### src/rtl/ping_ram_dot_pkg.sv
// Shared definitions for the ping_ram dot-product engine.
// Contents: FSM state encoding, command format codes, finish_signal status bit positions
// and the bus word size.
package ping_ram_dot_pkg;

  // State encoding is kept as plain constants so legacy tools can consume it unchanged.
  typedef logic [2:0] state_t;

  localparam state_t StIdle = 3'd0;
  localparam state_t StRdIn = 3'd1;
  localparam state_t StWtIn = 3'd2;
  localparam state_t StRdW  = 3'd3;
  localparam state_t StWtW  = 3'd4;
  localparam state_t StMac  = 3'd5;
  localparam state_t StWr   = 3'd6;
  localparam state_t StDone = 3'd7;

  localparam logic [1:0] FMT_I8X4  = 2'd0;
  localparam logic [1:0] FMT_I16X2 = 2'd1;

  localparam int unsigned DONE_B = 31;
  localparam int unsigned BUSY_B = 30;
  localparam int unsigned ERR_B  = 29;

  localparam int unsigned WORD_BYTES = 4;

endpackage

### src/rtl/ping_ram_dot_engine_if.sv
// Avalon-MM bus bundle between the dot engine (master) and the ping_ram slave.
// Signals: byte address, read/write strobes, write data, byte enables, burst count,
// read data with its valid strobe, and the slave stall (waitrequest).
interface ping_ram_dot_engine_if;
  logic [26:0] avm_address;
  logic        avm_read;
  logic        avm_write;
  logic [31:0] avm_writedata;
  logic [3:0]  avm_byteenable;
  logic        avm_burstcount;
  logic [31:0] avm_readdata;
  logic        avm_readdatavalid;
  logic        avm_waitrequest;

  modport master (
    output avm_address, avm_read, avm_write, avm_writedata, avm_byteenable, avm_burstcount,
    input  avm_readdata, avm_readdatavalid, avm_waitrequest
  );

  modport slave (
    input  avm_address, avm_read, avm_write, avm_writedata, avm_byteenable, avm_burstcount,
    output avm_readdata, avm_readdatavalid, avm_waitrequest
  );
endinterface

### src/rtl/ping_ram_dot_engine_lane_sum.sv
// Combinational packed-lane multiply and sum.
// Ports:
//   fmt_i  - lane format (FMT_I8X4: four int8 lanes, FMT_I16X2: two int16 lanes)
//   a_i    - packed input word
//   b_i    - packed weight word
//   sum_o  - signed sum of lane products, sign-extended to 34 bits
module dot_lane_sum
  import ping_ram_dot_pkg::*;
(
  input  logic [1:0]  fmt_i,
  input  logic [31:0] a_i,
  input  logic [31:0] b_i,
  output logic [33:0] sum_o
);

  logic signed [15:0] p8  [4];
  logic signed [31:0] p16 [2];
  logic        [17:0] s8;
  logic        [32:0] s16;

  always_comb begin
    s8 = '0;
    for (int i = 0; i < 4; i++) begin
      p8[i] = $signed({{8{a_i[8*i+7]}}, a_i[8*i +: 8]}) *
              $signed({{8{b_i[8*i+7]}}, b_i[8*i +: 8]});
      s8 = s8 + {{2{p8[i][15]}}, p8[i]};
    end
    s16 = '0;
    for (int j = 0; j < 2; j++) begin
      p16[j] = $signed({{16{a_i[16*j+15]}}, a_i[16*j +: 16]}) *
               $signed({{16{b_i[16*j+15]}}, b_i[16*j +: 16]});
      s16 = s16 + {p16[j][31], p16[j]};
    end
    case (fmt_i)
      FMT_I8X4:  sum_o = {{16{s8[17]}}, s8};
      FMT_I16X2: sum_o = {s16[32], s16};
      default:   sum_o = '0;
    endcase
  end

endmodule

### src/rtl/ping_ram_dot_engine.sv
// Dot-product engine mastering the ping_ram Avalon-MM slave.
// A rising edge on data_type[31] starts a job: LEN words from input_addr and weight_addr
// are multiplied lane-wise (fmt 0: 4x int8, fmt 1: 2x int16) and accumulated; the 32-bit
// result is written to output_addr. Misaligned addresses or an unknown fmt flag an error
// without touching the bus.
// Ports:
//   clk, reset        - clock, synchronous active-high reset
//   input_addr        - input vector byte address ([26:0] used)
//   weight_addr       - weight vector byte address ([26:0] used)
//   output_addr       - result byte address ([26:0] used)
//   data_type         - command: [31] go, [25:24] fmt, [LEN_W-1:0] length in words
//   finish_signal     - status: [31] done, [30] busy, [29] err, [LEN_W-1:0] words processed
//   avm               - Avalon-MM master bundle
// Build option: define PING_RAM_DOT_ACC_SAT_EN to saturate the result to signed 32 bits
// instead of wrapping.
module ping_ram_dot_engine
  import ping_ram_dot_pkg::*;
#(
  parameter int unsigned ACC_W = 40,
  parameter int unsigned LEN_W = 16
) (
  input  logic                         clk,
  input  logic                         reset,
  input  logic [31:0]                  input_addr,
  input  logic [31:0]                  weight_addr,
  input  logic [31:0]                  output_addr,
  input  logic [31:0]                  data_type,
  output logic [31:0]                  finish_signal,
  ping_ram_dot_engine_if.master        avm
);

  state_t             state_q, state_d;
  logic               go_q;
  logic [LEN_W-1:0]   len_q, len_d;
  logic [1:0]         fmt_q, fmt_d;
  logic [26:0]        in_base_q, in_base_d;
  logic [26:0]        w_base_q, w_base_d;
  logic [26:0]        out_addr_q, out_addr_d;
  logic [26:0]        off_q, off_d;
  logic [31:0]        in_word_q, in_word_d;
  logic [31:0]        w_word_q, w_word_d;
  logic [ACC_W-1:0]   acc_q, acc_d;
  logic [LEN_W-1:0]   count_q, count_d;
  logic               done_q, done_d;
  logic               busy_q, busy_d;
  logic               err_q, err_d;

  logic               go_rise;
  logic [1:0]         start_fmt;
  logic [LEN_W-1:0]   start_len;
  logic               start_bad;
  logic [33:0]        lane_sum;
  logic [ACC_W-1:0]   lane_ext;
  logic [31:0]        result;

  assign go_rise   = data_type[31] & ~go_q;
  assign start_fmt = data_type[25:24];
  assign start_len = data_type[LEN_W-1:0];
  assign start_bad = ((start_fmt != FMT_I8X4) && (start_fmt != FMT_I16X2)) ||
                     (|input_addr[1:0]) || (|weight_addr[1:0]) || (|output_addr[1:0]);

  dot_lane_sum u_lane_sum (
    .fmt_i (fmt_q),
    .a_i   (in_word_q),
    .b_i   (w_word_q),
    .sum_o (lane_sum)
  );

  assign lane_ext = ACC_W'($signed(lane_sum));

`ifdef PING_RAM_DOT_ACC_SAT_EN
  logic [ACC_W-32:0] acc_hi;
  logic              unused_bits;
  assign acc_hi = acc_q[ACC_W-1:31];
  // In range exactly when every bit above bit 30 matches the sign.
  always_comb begin
    if ((&acc_hi) || !(|acc_hi)) begin
      result = acc_q[31:0];
    end else if (acc_q[ACC_W-1]) begin
      result = 32'h8000_0000;
    end else begin
      result = 32'h7FFF_FFFF;
    end
  end
  assign unused_bits = ^{input_addr[31:27], weight_addr[31:27], output_addr[31:27], data_type};
`else
  logic unused_bits;
  assign result      = acc_q[31:0];
  assign unused_bits = ^{input_addr[31:27], weight_addr[31:27], output_addr[31:27], data_type,
                         acc_q};
`endif

  always_comb begin
    state_d    = state_q;
    len_d      = len_q;
    fmt_d      = fmt_q;
    in_base_d  = in_base_q;
    w_base_d   = w_base_q;
    out_addr_d = out_addr_q;
    off_d      = off_q;
    in_word_d  = in_word_q;
    w_word_d   = w_word_q;
    acc_d      = acc_q;
    count_d    = count_q;
    done_d     = done_q;
    busy_d     = busy_q;
    err_d      = err_q;

    unique case (state_q)
      StIdle: begin
        if (go_rise) begin
          len_d      = start_len;
          fmt_d      = start_fmt;
          in_base_d  = input_addr[26:0];
          w_base_d   = weight_addr[26:0];
          out_addr_d = output_addr[26:0];
          count_d    = '0;
          if (start_bad) begin
            done_d = 1'b1;
            err_d  = 1'b1;
            busy_d = 1'b0;
          end else begin
            done_d  = 1'b0;
            err_d   = 1'b0;
            busy_d  = 1'b1;
            acc_d   = '0;
            off_d   = '0;
            state_d = (start_len == '0) ? StWr : StRdIn;
          end
        end
      end
      StRdIn: if (!avm.avm_waitrequest) state_d = StWtIn;
      StWtIn: begin
        if (avm.avm_readdatavalid) begin
          in_word_d = avm.avm_readdata;
          state_d   = StRdW;
        end
      end
      StRdW: if (!avm.avm_waitrequest) state_d = StWtW;
      StWtW: begin
        if (avm.avm_readdatavalid) begin
          w_word_d = avm.avm_readdata;
          state_d  = StMac;
        end
      end
      StMac: begin
        acc_d   = acc_q + lane_ext;
        count_d = count_q + LEN_W'(1);
        off_d   = off_q + 27'(WORD_BYTES);
        state_d = (count_d < len_q) ? StRdIn : StWr;
      end
      StWr: if (!avm.avm_waitrequest) state_d = StDone;
      StDone: begin
        done_d  = 1'b1;
        busy_d  = 1'b0;
        state_d = StIdle;
      end
      default: state_d = StIdle;
    endcase
  end

  always_ff @(posedge clk) begin
    if (reset) begin
      state_q    <= StIdle;
      go_q       <= 1'b0;
      len_q      <= '0;
      fmt_q      <= '0;
      in_base_q  <= '0;
      w_base_q   <= '0;
      out_addr_q <= '0;
      off_q      <= '0;
      in_word_q  <= '0;
      w_word_q   <= '0;
      acc_q      <= '0;
      count_q    <= '0;
      done_q     <= 1'b0;
      busy_q     <= 1'b0;
      err_q      <= 1'b0;
    end else begin
      state_q    <= state_d;
      go_q       <= data_type[31];
      len_q      <= len_d;
      fmt_q      <= fmt_d;
      in_base_q  <= in_base_d;
      w_base_q   <= w_base_d;
      out_addr_q <= out_addr_d;
      off_q      <= off_d;
      in_word_q  <= in_word_d;
      w_word_q   <= w_word_d;
      acc_q      <= acc_d;
      count_q    <= count_d;
      done_q     <= done_d;
      busy_q     <= busy_d;
      err_q      <= err_d;
    end
  end

  // Requests are decoded from state, so they hold steady through waitrequest and drop
  // the cycle after acceptance.
  always_comb begin
    avm.avm_read      = 1'b0;
    avm.avm_write     = 1'b0;
    avm.avm_address   = '0;
    avm.avm_writedata = '0;
    unique case (state_q)
      StRdIn: begin
        avm.avm_read    = 1'b1;
        avm.avm_address = in_base_q + off_q;
      end
      StRdW: begin
        avm.avm_read    = 1'b1;
        avm.avm_address = w_base_q + off_q;
      end
      StWr: begin
        avm.avm_write     = 1'b1;
        avm.avm_address   = out_addr_q;
        avm.avm_writedata = result;
      end
      default: ;
    endcase
  end

  assign avm.avm_byteenable = 4'hF;
  assign avm.avm_burstcount = 1'b1;

  always_comb begin
    finish_signal               = '0;
    finish_signal[DONE_B]       = done_q;
    finish_signal[BUSY_B]       = busy_q;
    finish_signal[ERR_B]        = err_q;
    finish_signal[LEN_W-1:0]    = count_q;
  end

endmodule

### src/flat_wrapper.sv
// flat-port wrapper written by rule: the top's interface ports become plain ports
module ping_ram_dot_engine_flat import ping_ram_dot_pkg::*;
#(
  parameter int unsigned ACC_W = 40,
  parameter int unsigned LEN_W = 16
)
  (clk, reset, input_addr, weight_addr, output_addr, data_type, finish_signal, avm_avm_address, avm_avm_read, avm_avm_write, avm_avm_writedata, avm_avm_byteenable, avm_avm_burstcount, avm_avm_readdata, avm_avm_readdatavalid, avm_avm_waitrequest);
  ping_ram_dot_engine_if avm_i ();
  input  logic clk;
  input  logic reset;
  input  logic [31:0] input_addr;
  input  logic [31:0] weight_addr;
  input  logic [31:0] output_addr;
  input  logic [31:0] data_type;
  output logic [31:0] finish_signal;
  output wire logic [$bits(avm_i.avm_address)-1:0] avm_avm_address;
  output wire logic [$bits(avm_i.avm_read)-1:0] avm_avm_read;
  output wire logic [$bits(avm_i.avm_write)-1:0] avm_avm_write;
  output wire logic [$bits(avm_i.avm_writedata)-1:0] avm_avm_writedata;
  output wire logic [$bits(avm_i.avm_byteenable)-1:0] avm_avm_byteenable;
  output wire logic [$bits(avm_i.avm_burstcount)-1:0] avm_avm_burstcount;
  input wire logic [$bits(avm_i.avm_readdata)-1:0] avm_avm_readdata;
  input wire logic [$bits(avm_i.avm_readdatavalid)-1:0] avm_avm_readdatavalid;
  input wire logic [$bits(avm_i.avm_waitrequest)-1:0] avm_avm_waitrequest;
  assign avm_avm_address = avm_i.avm_address;
  assign avm_avm_read = avm_i.avm_read;
  assign avm_avm_write = avm_i.avm_write;
  assign avm_avm_writedata = avm_i.avm_writedata;
  assign avm_avm_byteenable = avm_i.avm_byteenable;
  assign avm_avm_burstcount = avm_i.avm_burstcount;
  assign avm_i.avm_readdata = avm_avm_readdata;
  assign avm_i.avm_readdatavalid = avm_avm_readdatavalid;
  assign avm_i.avm_waitrequest = avm_avm_waitrequest;
  ping_ram_dot_engine #(.ACC_W(ACC_W), .LEN_W(LEN_W)) u_core (.clk(clk), .reset(reset), .input_addr(input_addr), .weight_addr(weight_addr), .output_addr(output_addr), .data_type(data_type), .finish_signal(finish_signal), .avm(avm_i));
endmodule
### config.mk
export PLATFORM = sky130hd
export DESIGN_NAME = ping_ram_dot_engine_flat
export DESIGN_NICKNAME = d
export VERILOG_FILES = /design/src/rtl/ping_ram_dot_pkg.sv /design/src/rtl/ping_ram_dot_engine_if.sv /design/src/rtl/ping_ram_dot_engine_lane_sum.sv /design/src/rtl/ping_ram_dot_engine.sv /design/src/flat_wrapper.sv
export SDC_FILE = /design/constraint.sdc
export NUM_CORES = 2
export LEC_CHECK = 0
export CAP_MARGIN = 25
export CORE_MARGIN = 2
export CORE_UTILIZATION = 55
export DETAILED_ROUTE_END_ITERATION = 6
export MAX_ROUTING_LAYER = met4
export PLACE_DENSITY = 0.88
export SLEW_MARGIN = 10
export SYNTH_ARGS = -nofsm -noshare
export SYNTH_HDL_FRONTEND = slang
export SYNTH_SLANG_ARGS = --single-unit
### constraint.sdc
create_clock -name clk -period 11.5 [get_ports clk]
set_input_delay 2.3 -clock clk [delete_from_list [all_inputs] [get_ports clk]]
set_output_delay 2.3 -clock clk [all_outputs]
set_load 0.005 [all_outputs]
Metal 1:
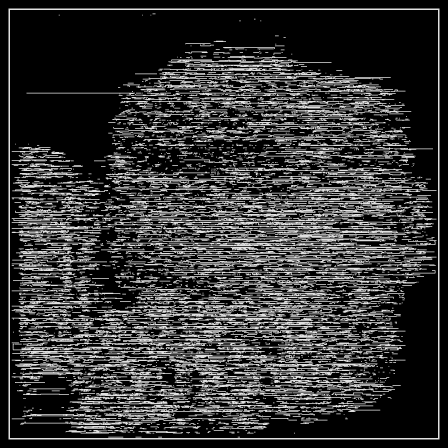
- wire length on this layer: 42.8 mm
- main direction: horizontal
- nets with wire on the layer: 5,733
- longest straight run: 74.5 um
wire length after detailed routing: 119,000 um
routed via count: 32,600
GR Layer Usage met1: 0.382

Signal wires on met2:
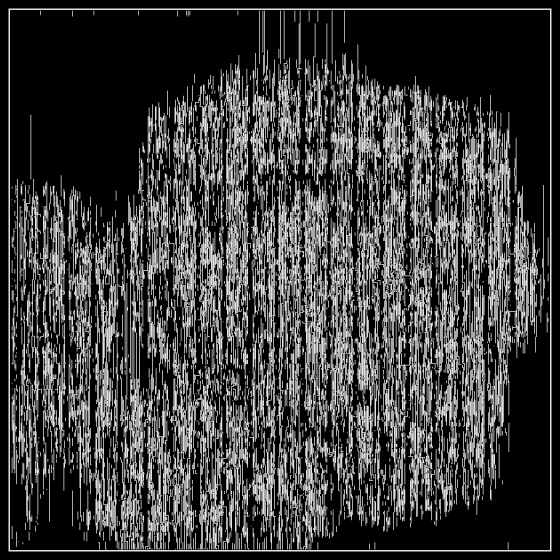
- main direction: vertical
- share of all routed wire: 47%
- nets with wire on the layer: 5,323
- wire length on this layer: 55.5 mm
- longest straight run: 77.5 um

M3 wires:
The bar under the picture is 100 um long. Cells faint in the background.
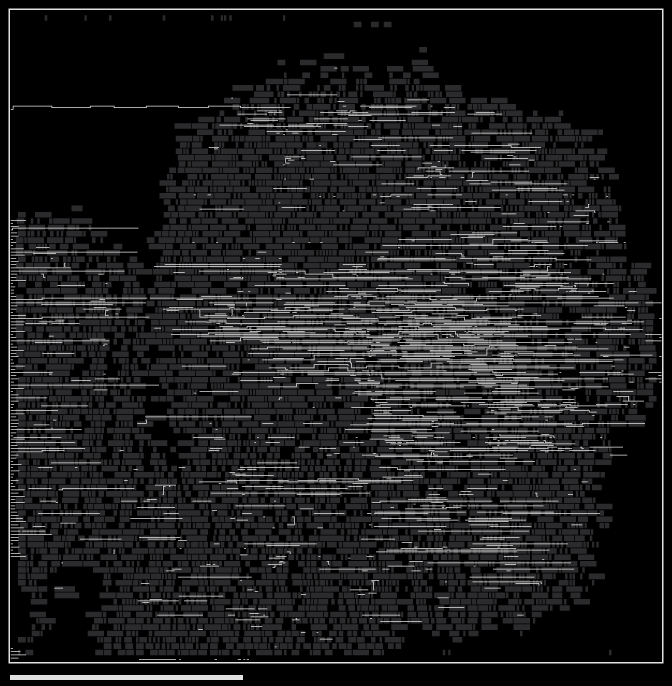
- main direction: horizontal
- wire length on this layer: 12,900 um

Metal 4:
The bar under the picture is 100 um long.
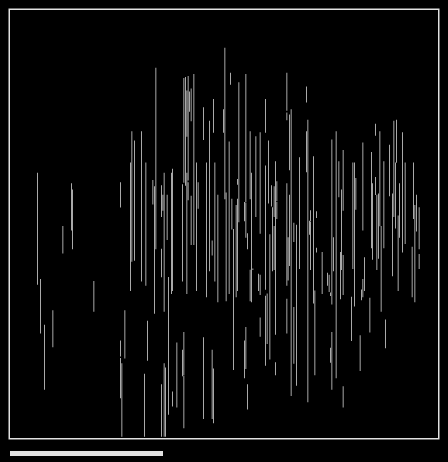
- nets with wire on the layer: 137
- longest straight run: 187 um
- main direction: vertical
- wire length on this layer: 7,690 um

## power by group through the flow
| stage | combinational [mW] | sequential (mW) | clock (mW) |
|---|---|---|---|
| floorplan | 0.0846 | 0.889 | 0 |
| global placement | 0.150 | 0.892 | 0 |
| detailed placement | 0.153 | 0.893 | 0 |
| CTS | 0.154 | 0.874 | 1.06 |
| global route | 0.171 | 0.875 | 1.09 |
| finish | 0.157 | 0.873 | 1.05 |
## layout by cell type (no fill, tap or decap), types with 43 or more instances in the layout
cell / synthesis / final
sky130_fd_sc_hd__a21o_1: 43 / 43
sky130_fd_sc_hd__a21oi_1: 262 / 257
sky130_fd_sc_hd__and2_1: 238 / 237
sky130_fd_sc_hd__buf_4: 21 / 62
sky130_fd_sc_hd__clkdlybuf4s50_1: 0 / 214
sky130_fd_sc_hd__dfxtp_1: 243 / 233
sky130_fd_sc_hd__fa_1: 837 / 835
sky130_fd_sc_hd__ha_1: 332 / 331
sky130_fd_sc_hd__inv_1: 1052 / 1051
sky130_fd_sc_hd__nand2_1: 678 / 678
sky130_fd_sc_hd__nand2b_1: 46 / 46
sky130_fd_sc_hd__nor2_1: 155 / 152
sky130_fd_sc_hd__o21ai_0: 73 / 73
sky130_fd_sc_hd__xnor2_1: 100 / 98
sky130_fd_sc_hd__xor2_1: 63 / 63
## sequential cells by signal, indices dropped and copies added (netlist names)
signal,cells
u_core.w_word_q,32
u_core.off_q,25
u_core.go_q,1
u_core.acc_q,32
u_core.out_addr_q,27
u_core.state_q,3
u_core.w_base_q,27
u_core.fmt_q,2
u_core.len_q,16
u_core.err_q,1
u_core.done_q,1
u_core.in_word_q,32
u_core.in_base_q,27
u_core.busy_q,1
u_core.count_q,16
## stage by stage
step	instance area [sq um]	instances
after global routing	46300	5842
after global placement	44900	5769
after floorplan	41800	4709
final	46300	5842
after detailed placement	44900	5771
after CTS	46000	5827
## worst min-delay path: stages, from the launching register on
cell	delay, ns
sky130_fd_sc_hd__dfxtp_1	0.31
sky130_fd_sc_hd__nand2_1	0.05
sky130_fd_sc_hd__a21oi_1	0.05
## layout make-up
cell class / count / area (sq um) / area share
Antenna cell: 6 / 15.0 / 0.000324
Clock buffer: 37 / 827 / 0.0179
Clock inverter: 19 / 250 / 0.00541
Inverter: 1054 / 3960 / 0.0855
Multi-Input combinational cell: 3216 / 32300 / 0.698
Sequential cell: 243 / 4890 / 0.106
Tap cell: 978 / 1220 / 0.0264
Timing Repair Buffer: 289 / 2810 / 0.0607
## cell families (layout without fill, tap and decap cells)
family          after synthesis  after routing  share of synthesized area
compound gates              565            565                     0.0851
buf+inv                    1250           1399                      0.114
flops                       243            243                      0.116
other cells                   2             25                   0.000180
simple gates               1263           1263                      0.139
fa+ha+maj                  1169           1169                      0.501
xor+xnor                    163            163                     0.0342
mux                          37             37                    0.00974
## metal layers
layer	GRT usage	part of all wire	vias up
li1	-	-	14400
met1	0.382	0.36	16100
met2	0.506	0.47	1658
met3	0.0886	0.11	370
met4	0.163	0.065	0
met5	-	0	-
## what timing repair did
action                                 CTS  global route
buffers inserted                         0             3
gates resized                            1            43
endpoints found under the hold margin    0             0
setup endpoints to repair                1            14
pin swaps                                0             8
==> flow_metrics.py <==
# Physical implementation metrics
metrics = {
    "grt": {
        "grt_antenna_before_repair": 7,
        "gr-usage-all-layers": 0.322,
        "grt_pass1_vias": 34800,
        "grt_overflow_total": 0,
    },
    "critical_path": {
        "reg2reg_setup_slack_ns": 0.39,
        "cp_slowest_cell": "sky130_fd_sc_hd__fa_1",
        "cp_num_cells": 46,
        "critPathTopFamily": "adder cells",
        "crit-reg2reg-launch": "u_core.in_word_q[24]",
        "buffering_stage_count_on_the_worst_path_with_inverters_included": 9,
    },
    "clocking": {
        "clock-sinks": 243,
        "cts_tree": "yes",
        "postCtsHoldBufs": 0,
        "clock-root-buffer": "sky130_fd_sc_hd__clkbuf_16",
        "ctsLongestPathBuffers": 3,
        "number_of_buffers_created_by_cts": 30,
        "clk_latency_ns": 0.64,
    },
    "synth": {
        "synth_cells": 4692,
        "topCellsByArea": "sky130_fd_sc_hd__fa_1, sky130_fd_sc_hd__dfxtp_1, sky130_fd_sc_hd__ha_1, sky130_fd_sc_hd__inv_1, sky130_fd_sc_hd__nand2_1",
        "synth_cell_type_count": 73,
        "synth.yosys.chip_area_sq_um": 41800,
        "ys.flops": 243,
        "yosys-top-cells-count": "sky130_fd_sc_hd__inv_1, sky130_fd_sc_hd__fa_1, sky130_fd_sc_hd__nand2_1",
    },
    "timing": {
        "timing.fmax_mhz": 90.0,
        "final_min_period_over_clock_period": 0.966,
        "timing.final.setup_violations": 0,
        "tightest_slew_ns": 1.15,
    },
    "die": {
        "dieArea_sq_um": 78100,
        "fp_util": 0.553,
        "core_sq_um": 75600,
    },
    "route": {
        "route.detailed.vias_per_inst": 5.58,
    },
    "power_and_ir_drop": {
        "static-leakage-power_nw": 22.1,
        "power_report.internal_total_mw": 1.54,
        "comb_power_share": 0.075,
        "netSwitchingPower_mw": 0.535,
        "design_power_total_mw": 2.08,
    },
    "hold_path": {
        "hold-path-cell-count": 2,
        "hold_path.startpoint": "u_core.in_base_q[22]",
        "worst_hold_path_class": "reg -> reg",
    },
    "layout": {
        "final_layout_size_suffix_gt1_frac": 0.0426,
    },
    "flow_run": {
        "max_cap_violations": 0,
    },
    "status": {
        "run_status": "complete, no violations",
    },
}
Power and IR drop assume default switching activity.
